Design debug_uart_rx_flat, sky130hd; sources not shown.
Fig. 1: run 1, floorplan with the power grid
Bar = 20 um. Pins as bars on the die edge. Tap cells in gray.
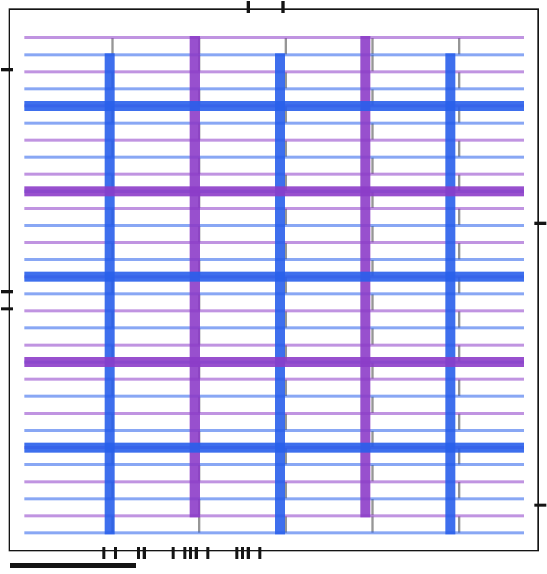
net	color
VDD	purple
VSS	blue
met4 straps	5
met5 straps	5
tap cells	77
Die Wd: 84 um
Die Span Y: 86 um
Max VDD drop: 0.386 mV

Fig. 2: run 1, cells colored by class
Bar = 20 um.
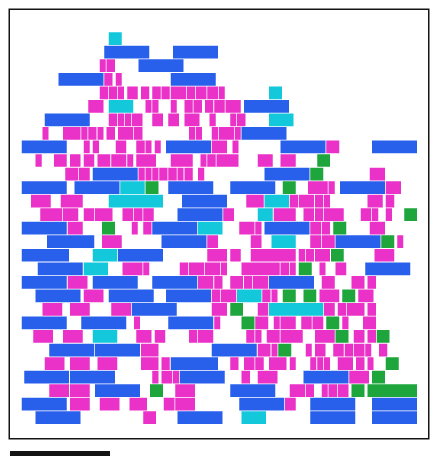
class	color	cells
other buffers and delay cells	green	24
flops	blue	60
clock drivers and dummy loads	cyan	16
all other logic	magenta	235
fraction of area in registers: 41.5%
final core occ: 57.8%
CORE AREA: 0.00628 mm^2
row count: 29
fin area: 0.00363 mm^2

Fig. 3: run 1, routed clock nets over the placement
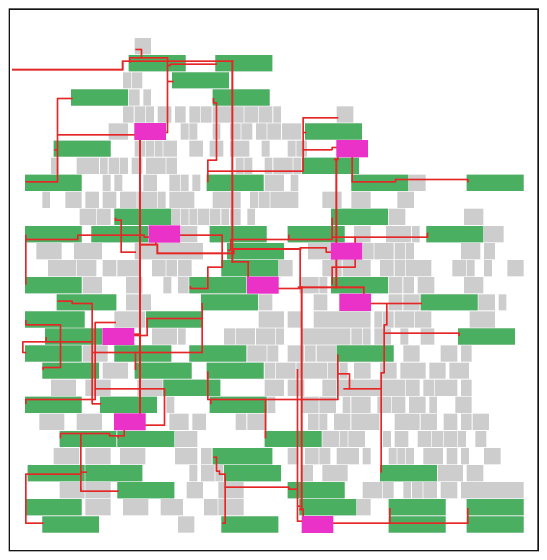
[flip-flops] green | count: 60
[cells driving clock nets] magenta | count: 9
[clock wires] red | length: 890 um
flops lie	all over the die
Final Skew: 0.0117 ns
clock power share: 50.8%
P_clk: 922 uW

==> results.cfg, run 1 <==
; yosys + openroad results
[outcome]
outcome = finished, violations left
violations = negative setup slack

[floorplan]
num_io_pins = 20
dieArea_mm2 = 0.00722
core_util_floorplan_pct = 49.6

[pwr]
leakage_uw = 0.00177
p_total_uw = 1810

[layout]
area_delta_synth_final_pct = 16.5
num_antenna_cells = 0
drive_gt1_share_pct = 24.8
regArea_mm2 = 0.00151
mi_logic_area_mm2 = 0.00154
largest_reg_flops = 20
num-nets-final = 339

[routing]
routed_wl_mm = 7.10
routedWlPerCell_um = 17.2
postRouteAntennaNets = 0
dr_total_vias = 2444

[worst_setup_path]
crit_path_end_kind = flop
cp_num_buf_inv = 1
critical-path-max-stage-delay_ns = 0.56
crit_chain = or4_4 > or3_4 > nor2_4 > inv_2 > ha_4 > a31oi_4 > nor3_2 > o311ai_1 > nor4b_1 > nand3_1
ff2ff_path_depth = 10
worstPathMaxFanout = 5
crit_family = simple AND/OR/NAND/NOR gates
slowest_stage = or4_4

[clocking]
clk_pin_slew_ns = 0.08
insertion_delay_ns = 0.35
cts_root_buf = clkbuf_8

[synthesis]
synth.mux.area_fraction_pct = 8.19
synth-adder-area-share_pct = 2.41
syn_inst = 306
edf_count = 0
syn_avg_cell_area_um2 = 10.2
yosysSeqAreaShare_pct = 48.3
synth_stat.cells = 306
syn_nets = 315
synth.top_cell.area_share_pct = 45.8
ys.flops = 60
synth.distinct_cells = 55
ys_async_sr_fraction_pct = 100

[placement]
io_buffers = 0
pre_cts_slack_ns = 0.0493
gp_congestion = 0.909
dp_hpwl_mm = 4.75

[final_timing]
slew_headroom_pct = 56.9
fin_crit_sh_pct = 101
clock.fmax_mhz = 353
finalSetupTns_ns = -0.0328
hold_violations = 0
setup_viol = 1
final.min_clock_period_ns = 2.83
slew_viol_final = 0
worst_slack_ns = -0.0328

[global_routing]
grt_max_degree = 58
gr-total-overflow = 0
grt_usage_pct = 22.0
grt_pass1_wl_mm = 12.0

[run]
warnings = 29
drv_cap = 0
-- run 1: through the flow --
| stage | hold WS (ns) | area [um^2] | instances |
|---|---|---|---|
| after floorplan | 0.264 | 3120 | 306 |
| after global placement | 0.266 | 3300 | 392 |
| after detailed placement | 0.266 | 3300 | 392 |
| after CTS | 0.0395 | 3560 | 409 |
| after global routing | 0.0306 | 3630 | 412 |
| final | 0.0485 | 3630 | 412 |
-- run 1: metal layers --
layer  up-vias  share of wire, %  GRT usage [%]
met4         0               1.9           9.24
met3        10               5.6           3.95
li1       1179                 -              -
met1      1189                44           29.5
met5         -                 0              -
met2        66                48           33.3
-- run 1: power by group --
part | switching, uW | leakage [uW] | total, uW | internal [uW]
sequential | 1.63 | 0.000808 | 871 | 869
combinational | 16.7 | 0.000852 | 22.0 | 5.26
clock | 371 | 0.000112 | 922 | 551
-- run 1: kinds of logic (layout without fill, tap and decap cells) --
kind of cell               Yosys count  count (layout)
muxes                               23              23
xor gates and xnor gates            13              13
adders and majority gates            6               6
buffers and inverters               24              53
DFF                                 60              60
AOI/OAI and AO/OA                   61              61
and+or+nand+nor                    119             119
-- run 1: cells in the mapped netlist, types with 2 or more instances --
master,instances
o31ai_1,2
ha_1,6
inv_1,12
nor2_1,24
mux2i_1,3
a2111o_1,2
or4_1,3
or3_1,3
nand2_1,23
nand4_1,4
mux2_2,19
a21oi_1,19
dfstp_2,3
a211oi_1,2
and3_1,3
a31o_2,2
clkbuf_1,8
nand2b_1,5
or2_2,3
buf_6,3
and4b_1,2
dfrtp_1,57
nor4b_1,2
o21ai_0,10
nor3_1,14
a31oi_1,7
nand3_1,8
nand4b_1,2
xnor2_1,10
nor4_1,9
nor3b_1,3
xor2_1,3
or4_4,3
o22ai_1,4
a22o_1,2
or3b_2,2
-- run 1: layout make-up --
cell class                 instances  area share [%]
tap                               77            2.65
clock inverter                     5            2.31
sequential                        60            41.5
multi-input combinational        222            42.5
clock buffer                      11            4.17
timing repair buffer              24            5.52
inverter                          13            1.34
-- run 1: what timing repair did --
action,in CTS,in global routing
hold buffers,1,0
hold endpoints to repair,57,0
resized,0,9
setup buffers,0,3
endpoints found under the setup margin,0,1
-- run 1: cell usage in the layout, fill, tap and decap left out, types with 6 or more instances in the layout --
cell,netlist,layout
clkbuf_8,0,11
dfrtp_1,57,57
mux2_2,19,19
a31oi_1,7,6
nor4_1,9,9
a21oi_1,19,19
nor2_1,24,24
o21ai_0,10,10
buf_4,0,23
nand3_1,8,8
inv_1,12,11
nand2_1,23,23
nor3_1,14,13
xnor2_1,10,10
--- run 2 (diff from run 1) ---
- ABC_CLOCK_PERIOD_IN_PS: 2800 -> 2500
- clock period: 2.8 -> 2.5 ns (I/O delays scaled with it)
==> results.cfg, run 2 <==
; yosys + openroad results
[outcome]
outcome = finished, violations left
violations = negative setup slack

[layout]
final_cell_count_no_fill = 434
mi_logic_area_mm2 = 0.00153
fin_util_pct = 60.1
num_antenna_cells = 0
lay_top_count = dfrtp_1
area_delta_synth_final_pct = 21.1
regArea_mm2 = 0.00151
num-nets-final = 361
nFillCells = 529
largest_reg_flops = 20
final_cell_mix = dfrtp_1, buf_4, nor2_1
drive_gt1_share_pct = 28.6

[pwr]
powerDensity_mw_per_mm2 = 528
p_total_uw = 1990
leakage_uw = 0.00188

[routing]
postRouteAntennaNets = 0
routedWlPerCell_um = 15.9
routed_wl_mm = 6.91
dr_total_vias = 2540
avgViaCountPerCell = 5.85
drt_iter0_markers = 159

[clocking]
cts_root_buf = clkbuf_8
numCtsBuffers = 9
clock_sinks = 60
cts.path.max_buffers = 2
clk_pin_slew_ns = 0.08

[run]
warnings = 30
drv_cap = 0

[final_timing]
hold_violations = 0
worst_slack_ns = -0.110
finalSetupTns_ns = -0.110
clock.fmax_mhz = 383
fin_crit_sh_pct = 104
setup_viol = 1
slew_viol_final = 0
hold_slack_ns = 0.140
final.min_clock_period_ns = 2.61
slew_headroom_pct = 56.1

[synthesis]
synth-adder-area-share_pct = 2.41
largest_area_cell = dfrtp_1
yosysSeqAreaShare_pct = 48.3
synth.distinct_cells = 55
edf_count = 0
syn_inst = 306
synth-main-ff-cell = dfrtp_1
synth.mux.area_fraction_pct = 8.19
syn_nets = 315
synth.most_common_cell = dfrtp_1
common_cells = dfrtp_1, nor2_1, nand2_1
syn_avg_cell_area_um2 = 10.2
synth_stat.cells = 306
ys_async_sr_fraction_pct = 100
synth.top_cell.area_share_pct = 45.8
ys.flops = 60

[floorplan]
dieArea_mm2 = 0.00722
coreArea_mm2 = 0.00628
num_io_pins = 20
die_h_um = 86
row_count = 29
core_util_floorplan_pct = 49.6
dieWidth_um = 84

[global_routing]
grt_usage_pct = 21.0
grt_max_degree = 61
grt_util_met1_pct = 26.3
busiest_layer = met2
grtUsageMet2_pct = 32.5
gr-total-overflow = 0
gr-usage-met3_pct = 5.49
grt_pass1_wl_mm = 11.5

[worst_setup_path]
worstPathMaxFanout = 2
crit_path_end_kind = flop
cp_data_required_time_ns = 2.72
ff2ff_setup_slack_ns = -0.11
ff2ff_path_depth = 10

[placement]
gp_congestion = 0.916
io_buffers = 0
dp_hpwl_mm = 4.91
dpl.cell_count = 413

[hold_path]
hold_depth = 0
hold_path_class = input pin to flop
run 2: cell counts after synthesis:
No cell type changed its count.
run 2: kinds of logic after synthesis:
family / Yosys count
adders and majority gates: 6
DFF: 60
muxes: 23
xor gates and xnor gates: 13
buffers and inverters: 24
and+or+nand+nor: 119
AOI/OAI and AO/OA: 61
run 2: through the flow:
step	area (um^2)	setup slack, ns
floorplan	3130	-0.434
global placement	3470	-0.149
detailed placement	3470	-0.230
CTS	3760	-0.206
global route	3770	-0.219
finish	3770	-0.110
run 2: cell type report:
class,instances,area share [%]
multi-input combinational,222,40.6
sequential,60,39.9
timing repair buffer,46,9.75
clock buffer,9,3.28
clock inverter,7,2.65
tap,77,2.55
inverter,13,1.29
run 2: routing by layer:
layer / part of all wire (%) / wire (um) / vias up
met5: 0 / 0 / -
met4: 1.7 / 115 / 0
met3: 4.7 / 328 / 14
met2: 48 / 3290 / 57
met1: 46 / 3180 / 1252
li1: - / - / 1217
run 2: power breakdown:
| group | switching (uW) | internal (uW) | total (uW) |
|---|---|---|---|
| registers | 1.66 | 973 | 975 |
| logic | 20.2 | 6.80 | 27.0 |
| clock network | 425 | 565 | 990 |
| total | 447 | 1550 | 1990 |
run 2: worst max-delay path, stage by stage, from the launching register on:
cell and delay, ns:
dfrtp_1 0.38, or4_4 0.54, or4_4 0.45, nor2_4 0.11, inv_2 0.06, ha_4 0.25
a31oi_2 0.04, nor3_2 0.13, o311ai_1 0.11, nor4b_1 0.29, nand3_1 0.11
run 2: timing repair:
action	CTS	global route
pin swaps	9	3
setup buffers	2	1
hold endpoints to repair	60	0
resized	4	2
setup endpoints to repair	1	1
hold buffers	2	0
Fig. 4: run 2, routed clock nets over the placement
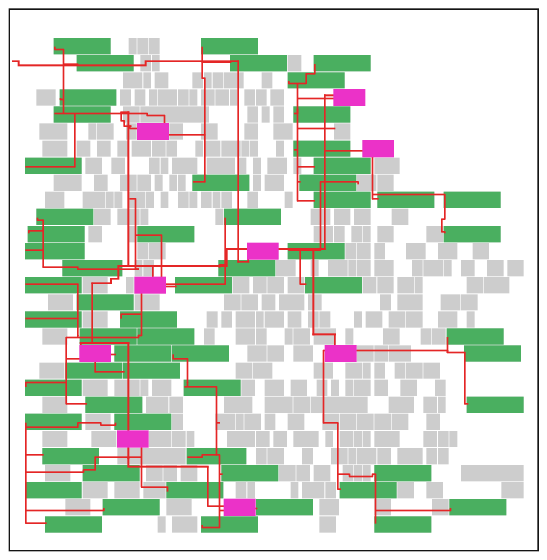
[flip-flops] green | count: 60
[clock wires] red | length: 849 um
[cells driving clock nets] magenta | count: 9
routed clock nets	10
flops lie	all over the die
Latency at later pin: 0.35 ns
Final Skew: 0.00959 ns

Fig. 5: run 2, floorplan with the power grid
Bar = 20 um. Pins as bars on the die edge. Tap cells in gray.
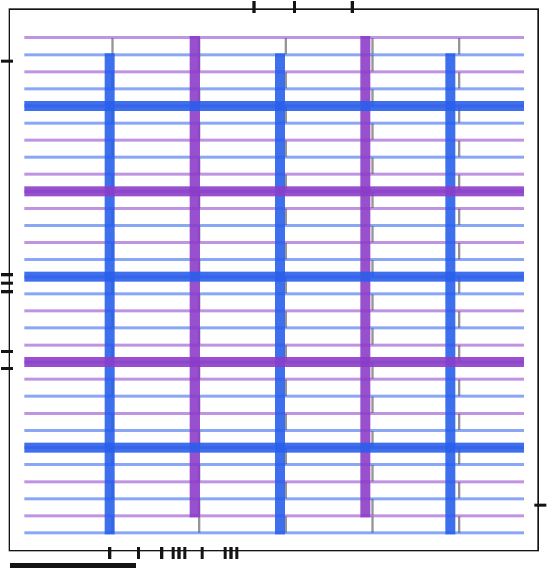
net	color
VDD	purple
VSS	blue
rows	29
signal pins	20
Max VDD drop: 0.490 mV

Power is estimated from default activity; no workload was simulated.
